met1.png
(6 px per um) Supply wires on this layer in gray.
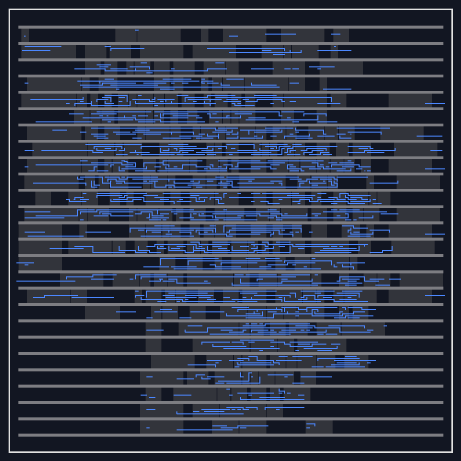
met3.png
(8 px per um)
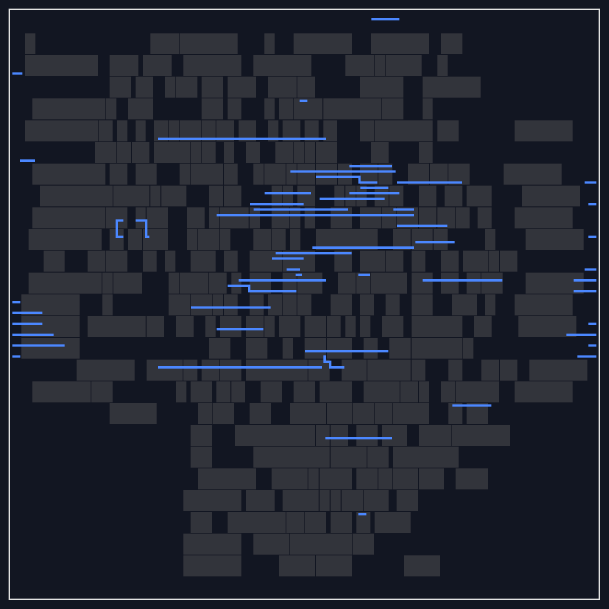
Design control_unit, sky130hd; sources not shown.
==> impl_metrics.tcl <==
# metrics dict for downstream scripts
set metrics [dict create \
    part_of_the_cycle_the_worst_path_needs_pct 93.6 \
    critical_path.n_buffers_inverters 5 \
    finalSetupViolCount 0 \
    floorplan.die_area_sq_um 5410 \
    synth_area_leader_cell "sky130_fd_sc_hd__dfrtp_1" \
    top_cell "sky130_fd_sc_hd__nand2_1" \
    ys_async_sr_fraction_pct 100 \
    busiest_layer "met2" \
    synth_area_per_cell_sq_um 6.95 \
    layout_setup_ws_ns 0.277 \
    required_ns 3.34 \
    flop_cell "sky130_fd_sc_hd__dfrtp_1" \
    layout.area.top_class "multi-input combinational cells" \
    grtUsageMet2_pct 35.8 \
    largest_reg_flops 4 \
    fmax_mhz 249 \
    holdPathStages 2 \
    area_growth_pct 71.5 \
    type_of_destination_of_the_critical_path "primary output" \
    final.setup.tns_ns 0 \
    final_cells 372 \
    vias_per_cell 5.67 \
    hpwl_mm 4.55 \
    final_util_pct 58.4 \
    clkSlewWorstSetupHoldPaths_ns 0.03 \
    timing.critical_path.slowest_stage_cell "sky130_fd_sc_hd__a211oi_4" \
    run_status "finished, final reports clean" \
    top_cells_by_count "24 x sky130_fd_sc_hd__nand2_1, 23 x sky130_fd_sc_hd__nor2_1, 17 x sky130_fd_sc_hd__a21oi_1" \
    detailedRoute.firstIterationViolations 152 \
    ys_top_cells_by_area "sky130_fd_sc_hd__dfrtp_1 7.6%, sky130_fd_sc_hd__nand2_1 5.5%, sky130_fd_sc_hd__nor2_1 5.3%, sky130_fd_sc_hd__a21oi_1 5.2%, sky130_fd_sc_hd__nand3_1 4.0%" \
    cts_tree "done" \
    postRouteAntennaNets 0 \
    die.size.y_um 73.6 \
    routed_wire_length_per_instance_um 15.5 \
    gr-usage-all-layers_pct 22.7 \
    maxSlewHeadroom_pct 59.9 \
    synth_largest_type_area_fraction_pct 7.63 \
]
About met1.png:
wire length on this layer: 2560 um
longest straight run: 32.7 um
main direction: horizontal
share of all routed wire: 44%
nets with wire on the layer: 278
Routed WL: 5.76 mm
met1 track utilization from global routing: 30.6%
via total after detailed routing: 2108

About met3.png:
main direction: horizontal
longest straight run: 24.4 um
share of all routed wire: 5.2%
met3 Usage GRT: 1.23%

[logic make-up after synthesis]
group | count (synthesis) | synth area share (%)
DFF | 5 | 7.63
AOI/OAI and AO/OA | 83 | 41.4
adders and majority gates | 2 | 1.53
and+or+nand+nor | 119 | 39.2
xor gates and xnor gates | 2 | 1.91
buffers and inverters | 24 | 7.71
muxes | 1 | 0.687
[timing repair]
item | in CTS | in global routing
pin swaps | 2 | 4
resized | 2 | 11
endpoints found under the setup margin | 6 | 21
buffers inserted | 0 | 1
[report_power, final]
group          internal [mW]  total (mW)  switching, mW
clock                  0.120       0.148         0.0277
combinational          0.270       0.644          0.374
sequential            0.0657       0.123         0.0571
